registers.png
Other sequential cells in the stronger grey, the rest of the logic in the fainter grey.
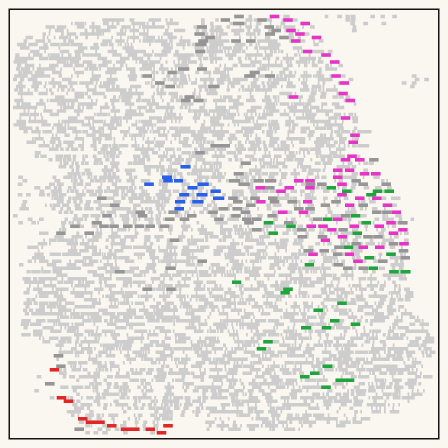
final_clocks.png
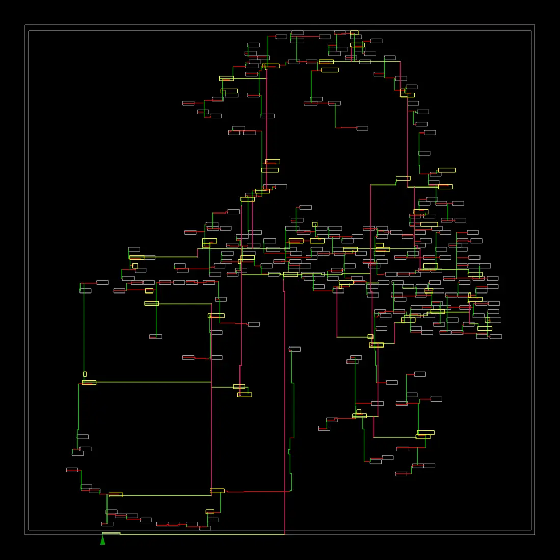
gate_families.png
Scale bar: 100 um.
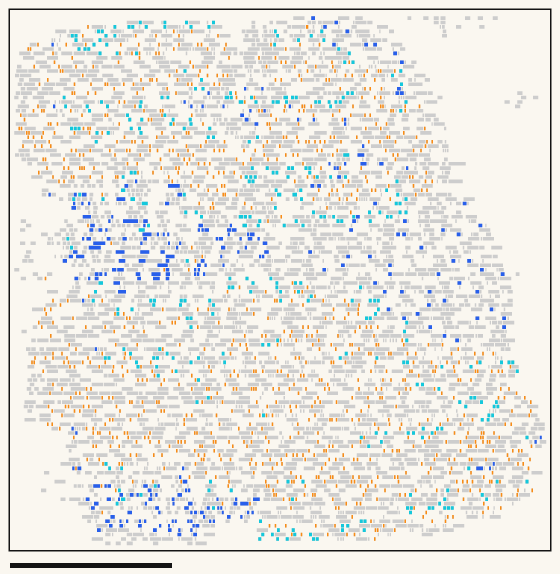
`config.mk`:
```
export PLATFORM = sky130hd
export DESIGN_NAME = iir_biquad_df2_param
export DESIGN_NICKNAME = d
export VERILOG_FILES = /design/src/rtl/iir_biquad_df2_param.sv
export SDC_FILE = /design/constraint.sdc
export NUM_CORES = 2
export LEC_CHECK = 0
export CORE_MARGIN = 2
export CORE_UTILIZATION = 38
export DETAILED_ROUTE_END_ITERATION = 7
export PLACE_DENSITY_LB_ADDON = 0.12
export SYNTH_ARGS = -nofsm -noshare
export SYNTH_HDL_FRONTEND = slang
export SYNTH_SLANG_ARGS = --single-unit
```
`constraint.sdc`:
```
create_clock -name CLK -period 8.1 [get_ports CLK]
set_input_delay 0.81 -clock CLK [delete_from_list [all_inputs] [get_ports CLK]]
set_output_delay 0.81 -clock CLK [all_outputs]
set_load 0.01 [all_outputs]
```
`src/rtl/iir_biquad_df2_param.sv`:
```
// Pipelined direct-form-II biquad section with generic widths, shadow/active
// coefficient sets with atomic commit, state clear, bypass and saturating
// arithmetic. Accepts one sample per clock; output appears two clocks later.
//
// Handshake: VIN and VOUT are valid-only strobes with no backpressure. A sample
// is consumed on every rising edge where VIN=1; each accepted sample produces
// exactly one single-cycle VOUT pulse two edges later, in order, with gaps
// preserved. DOUT holds its last value while VOUT=0; OVF is only meaningful
// while VOUT=1.
module iir_biquad_df2_param #(
   parameter int NB    = 12,
   parameter int CW    = 12,
   parameter int FRAC  = 11,
   parameter int GUARD = 2
) (
   input  logic          CLK,
   input  logic          RST,
   input  logic          VIN,
   input  logic [NB-1:0] DIN,
   input  logic          COEF_WE,
   input  logic [2:0]    COEF_SEL,
   input  logic [CW-1:0] COEF_DATA,
   input  logic          COEF_COMMIT,
   input  logic          CLR_STATE,
   input  logic          BYPASS,
   output logic          VOUT,
   output logic [NB-1:0] DOUT,
   output logic          OVF
);

   localparam int WS = NB + GUARD;
   // Wide enough for a sum of three full-precision products without wrap.
   localparam int PW = CW + WS + 3;

   localparam logic signed [PW-1:0] W_MAX = {{(PW-WS+1){1'b0}}, {(WS-1){1'b1}}};
   localparam logic signed [PW-1:0] W_MIN = {{(PW-WS+1){1'b1}}, {(WS-1){1'b0}}};
   localparam logic signed [PW-1:0] Y_MAX = {{(PW-NB+1){1'b0}}, {(NB-1){1'b1}}};
   localparam logic signed [PW-1:0] Y_MIN = {{(PW-NB+1){1'b1}}, {(NB-1){1'b0}}};

   // Coefficient index map: 0=a0, 1=a1, 2=a2, 3=b1, 4=b2.
   logic [CW-1:0] sh_q  [5];
   logic [CW-1:0] sh_d  [5];
   logic [CW-1:0] act_q [5];
   logic [CW-1:0] act_d [5];

   // Delay line.
   logic [WS-1:0] w1_q, w1_d, w2_q, w2_d;

   // Stage-2 registers: the sample's w, its view of the delay line, and the
   // feed-forward coefficients it was accepted with.
   logic          s2_vld_q, s2_vld_d;
   logic          s2_byp_q, s2_byp_d;
   logic          s2_ovf_q, s2_ovf_d;
   logic [WS-1:0] s2_w_q, s2_w_d;
   logic [WS-1:0] s2_w1_q, s2_w1_d;
   logic [WS-1:0] s2_w2_q, s2_w2_d;
   logic [CW-1:0] s2_a_q [3];
   logic [CW-1:0] s2_a_d [3];

   // Output registers.
   logic          vout_q, vout_d;
   logic [NB-1:0] dout_q, dout_d;
   logic          ovf_q, ovf_d;

   // Stage-1 / stage-2 arithmetic.
   logic signed [PW-1:0] x_ext, fb_sum, w_full, y_sum, y_full;
   logic [WS-1:0]        w_sat;
   logic                 w_ovf;
   logic [NB-1:0]        y_sat;
   logic                 y_ovf;

   function automatic logic signed [PW-1:0] sx_c(input logic [CW-1:0] v);
      return {{(PW-CW){v[CW-1]}}, v};
   endfunction

   function automatic logic signed [PW-1:0] sx_w(input logic [WS-1:0] v);
      return {{(PW-WS){v[WS-1]}}, v};
   endfunction

   // Stage 1: feedback path w = x - ((b1*w1 + b2*w2) >>> FRAC), saturated to WS bits.
   always_comb begin
      x_ext  = {{(PW-NB){DIN[NB-1]}}, DIN};
      fb_sum = sx_c(act_q[3]) * sx_w(w1_q) + sx_c(act_q[4]) * sx_w(w2_q);
      w_full = x_ext - (fb_sum >>> FRAC);
      w_sat  = w_full[WS-1:0];
      w_ovf  = 1'b0;
      if (w_full > W_MAX) begin
         w_sat = {1'b0, {(WS-1){1'b1}}};
         w_ovf = 1'b1;
      end else if (w_full < W_MIN) begin
         w_sat = {1'b1, {(WS-1){1'b0}}};
         w_ovf = 1'b1;
      end
   end

   // Coefficient shadow write and commit; a same-cycle write is visible to the commit.
   always_comb begin
      sh_d  = sh_q;
      act_d = act_q;
      for (int i = 0; i < 5; i++) begin
         if (COEF_WE && (COEF_SEL == 3'(i))) begin
            sh_d[i] = COEF_DATA;
         end
      end
      if (COEF_COMMIT) begin
         act_d = sh_d;
      end
   end

   // Delay-line update and stage-2 capture; clear has priority over the state write.
   always_comb begin
      w1_d     = w1_q;
      w2_d     = w2_q;
      s2_vld_d = VIN;
      s2_byp_d = s2_byp_q;
      s2_ovf_d = s2_ovf_q;
      s2_w_d   = s2_w_q;
      s2_w1_d  = s2_w1_q;
      s2_w2_d  = s2_w2_q;
      s2_a_d   = s2_a_q;
      if (VIN) begin
         s2_byp_d = BYPASS;
         s2_ovf_d = BYPASS ? 1'b0 : w_ovf;
         // In bypass the raw sample rides in the w slot to keep one datapath.
         s2_w_d   = BYPASS ? {{GUARD{DIN[NB-1]}}, DIN} : w_sat;
         s2_w1_d  = w1_q;
         s2_w2_d  = w2_q;
         for (int i = 0; i < 3; i++) begin
            s2_a_d[i] = act_q[i];
         end
      end
      if (CLR_STATE) begin
         w1_d = '0;
         w2_d = '0;
      end else if (VIN && !BYPASS) begin
         w2_d = w1_q;
         w1_d = w_sat;
      end
   end

   // Stage 2: feed-forward y = (a0*w + a1*w1' + a2*w2') >>> FRAC, saturated to NB bits.
   always_comb begin
      y_sum  = sx_c(s2_a_q[0]) * sx_w(s2_w_q)
             + sx_c(s2_a_q[1]) * sx_w(s2_w1_q)
             + sx_c(s2_a_q[2]) * sx_w(s2_w2_q);
      y_full = y_sum >>> FRAC;
      y_sat  = y_full[NB-1:0];
      y_ovf  = 1'b0;
      if (y_full > Y_MAX) begin
         y_sat = {1'b0, {(NB-1){1'b1}}};
         y_ovf = 1'b1;
      end else if (y_full < Y_MIN) begin
         y_sat = {1'b1, {(NB-1){1'b0}}};
         y_ovf = 1'b1;
      end
   end

   // Output register: DOUT holds between pulses, OVF is cleared between pulses.
   always_comb begin
      vout_d = s2_vld_q;
      dout_d = dout_q;
      ovf_d  = 1'b0;
      if (s2_vld_q) begin
         if (s2_byp_q) begin
            dout_d = s2_w_q[NB-1:0];
         end else begin
            dout_d = y_sat;
            ovf_d  = s2_ovf_q | y_ovf;
         end
      end
   end

   // All state registers with synchronous reset; reset drops in-flight samples.
   always_ff @(posedge CLK) begin
      if (RST) begin
         for (int i = 0; i < 5; i++) begin
            sh_q[i]  <= '0;
            act_q[i] <= '0;
         end
         w1_q     <= '0;
         w2_q     <= '0;
         s2_vld_q <= 1'b0;
         s2_byp_q <= 1'b0;
         s2_ovf_q <= 1'b0;
         s2_w_q   <= '0;
         s2_w1_q  <= '0;
         s2_w2_q  <= '0;
         for (int i = 0; i < 3; i++) begin
            s2_a_q[i] <= '0;
         end
         vout_q   <= 1'b0;
         dout_q   <= '0;
         ovf_q    <= 1'b0;
      end else begin
         sh_q     <= sh_d;
         act_q    <= act_d;
         w1_q     <= w1_d;
         w2_q     <= w2_d;
         s2_vld_q <= s2_vld_d;
         s2_byp_q <= s2_byp_d;
         s2_ovf_q <= s2_ovf_d;
         s2_w_q   <= s2_w_d;
         s2_w1_q  <= s2_w1_d;
         s2_w2_q  <= s2_w2_d;
         s2_a_q   <= s2_a_d;
         vout_q   <= vout_d;
         dout_q   <= dout_d;
         ovf_q    <= ovf_d;
      end
   end

   assign VOUT = vout_q;
   assign DOUT = dout_q;
   assign OVF  = ovf_q;

endmodule

```
==> CHANGELOG.md <==
### Metrics

- Final Instance Area: about 47000 um^2
- Initial DRC Count: around 1600
- Flops out of synthesis: ~240
- Storage cell area: 4940 um^2
- Main power group: combinational cells
- Metal-1 WL: about 54 mm
- Worst setup SP type: flop
- Cells on Worst Hold Path: 2
- Crit path max-delay family: adder cells
- Seq power: 0.00134 W
- Critical path fanouts, max: 6
- Final Max Slew Viols: 0
- Crit Path Class: flop to flop
- HPWL after DPL: between 90 and 100 mm
- Int Power: approximately 0.0031 W
- DR WL met2: 52.6 mm
- NonClk Buf Share: 0.0681
- GR Util met3: 0.0180
- Yosys cell count: ~4400
- Synth Area in Adders: 0.532
- Worst Hold Class: flop to flop
- Clk pwr share: 0.343
- RSZ-0062 raised after global routing: true
- Worst Tran Pin Value: between 1 and 1.5 ns
- Signal inverters: around 1000
- Most frequent CP cell: fa_1
- Outcome: finished, violations left
- Pwr Total: approximately 0.005 W
- Layout clock buffers: ~44
- Row count: roughly 120
- Max Cap Violations: 0
- Vias: 28669
- Comb area leader: adder cells
- Setup bufs post-CTS: 10
- Final setup fails: 27
- CTS resizes: around 61
- Congestion Overflow GR: 0
- Period utilization: 1.03
- # Taps: around 1400
- First-pass GRT wire length: ~180 mm
- Final core occ: 0.438
- Most frequent cell after synthesis: inv_1
- Post-Syn Nets: 5594
- Placed Area: around 45000 um^2
- Simple share: 0.140
- Fmax: 119 MHz
- Pin count of the biggest net entering global routing: ~170
- Worst EP required: about 8.6 ns
- Failing checks: setup timing
- WL/cell: roughly 19 um
- Crit path DAT: approximately 8.9 ns
- GPL Wtd Cong: 0.845
- Setup ws final: -0.275 ns
- Switching share of power: 0.366
- Leak: between 20 and 25 nW
- Top cells by count: inv_1, fa_1, nand2_1, and2_1, nor2_1
- Buffers excl. clock: about 380
- Dominant register cell: dfxtp_1
- Power density cells: between 100 and 150 nW/um^2
- Synth warn: 0
- Fin. Hold Viols: 0
- R2R cell count: 31
- Synth area leader: fa_1
- Distinct cells, synth: around 69
- Comb pwr: about 0.0019 W
- Synthesized area per cell: approximately 9.4 um^2
- Max incr delay on CP: about 0.57 ns
- Clock Sinks: 243
- Vias per cell: 4.76
- Maximum vdd drop: about 0.00010 V
- Initial cell density of the core: 0.383
- Comb gate area: ~32000 um^2
- Slew margin rel.: 0.330
- DR top layer: met4
- GR Util All Layers: 0.216
- Die W: around 330 um
- Most instantiated logic cells after routing: inv_1, fa_1, nand2_1
- Cell type taking the most area: logic gates
- Pre-Repair DR Iteration Count: 5
- Post-Route WL: between 100 and 150 mm
- Fin nets: slightly below 6000
About registers.png:
`s2_a_q` -> green  # flops 36
`sh_q` -> magenta  # flops 60
`w1_q` -> blue  # flops 14, where centre
`DOUT` -> red  # flops 12, where south-west
not coloured = 121

About final_clocks.png:
Setup Skew: 0.0316 ns
clock-net power: 0.00170 W
Skew-Pair Late Insertion Delay: 0.58 ns
flip-flops: 243
cts bufs inserted: 34

About gate_families.png:
inverters -> orange  # cells 1009, most used inv_1, where widely spread
AND and OR gates -> cyan  # cells 334, most used and2_1, where widely spread
inverting AOI/OAI gates -> blue  # cells 269, most used a211oi_1
dominant logic cell type in the layout: inv_1
logic share of the area: 0.682
final non-filler cell total: 6022

[worst max-delay path by stage]
stage | startpoint | endpoint | cells after the start
final | act_q[0] | s2_w_q[9] | 31
after global routing | w1_q[11] | s2_w_q[8] | 35
after detailed placement | w1_q[5] | s2_w_q[11] | 31
after CTS | act_q[12] | s2_w_q[8] | 33
after floorplan | act_q[12] | s2_w_q[10] | 32
after global placement | act_q[7] | s2_w_q[11] | 30
[registers in the layout (all words and copies together), names as in the netlist]
name and flops:
DOUT 12, OVF 1, VOUT 1, act_q 60, s2_a_q 36, s2_byp_q 1
s2_ovf_q 1, s2_vld_q 1, s2_w1_q 14, s2_w2_q 14, s2_w_q 14, sh_q 60
w1_q 14, w2_q 14
No activity file was given, so power comes from the tool's default toggle rates.
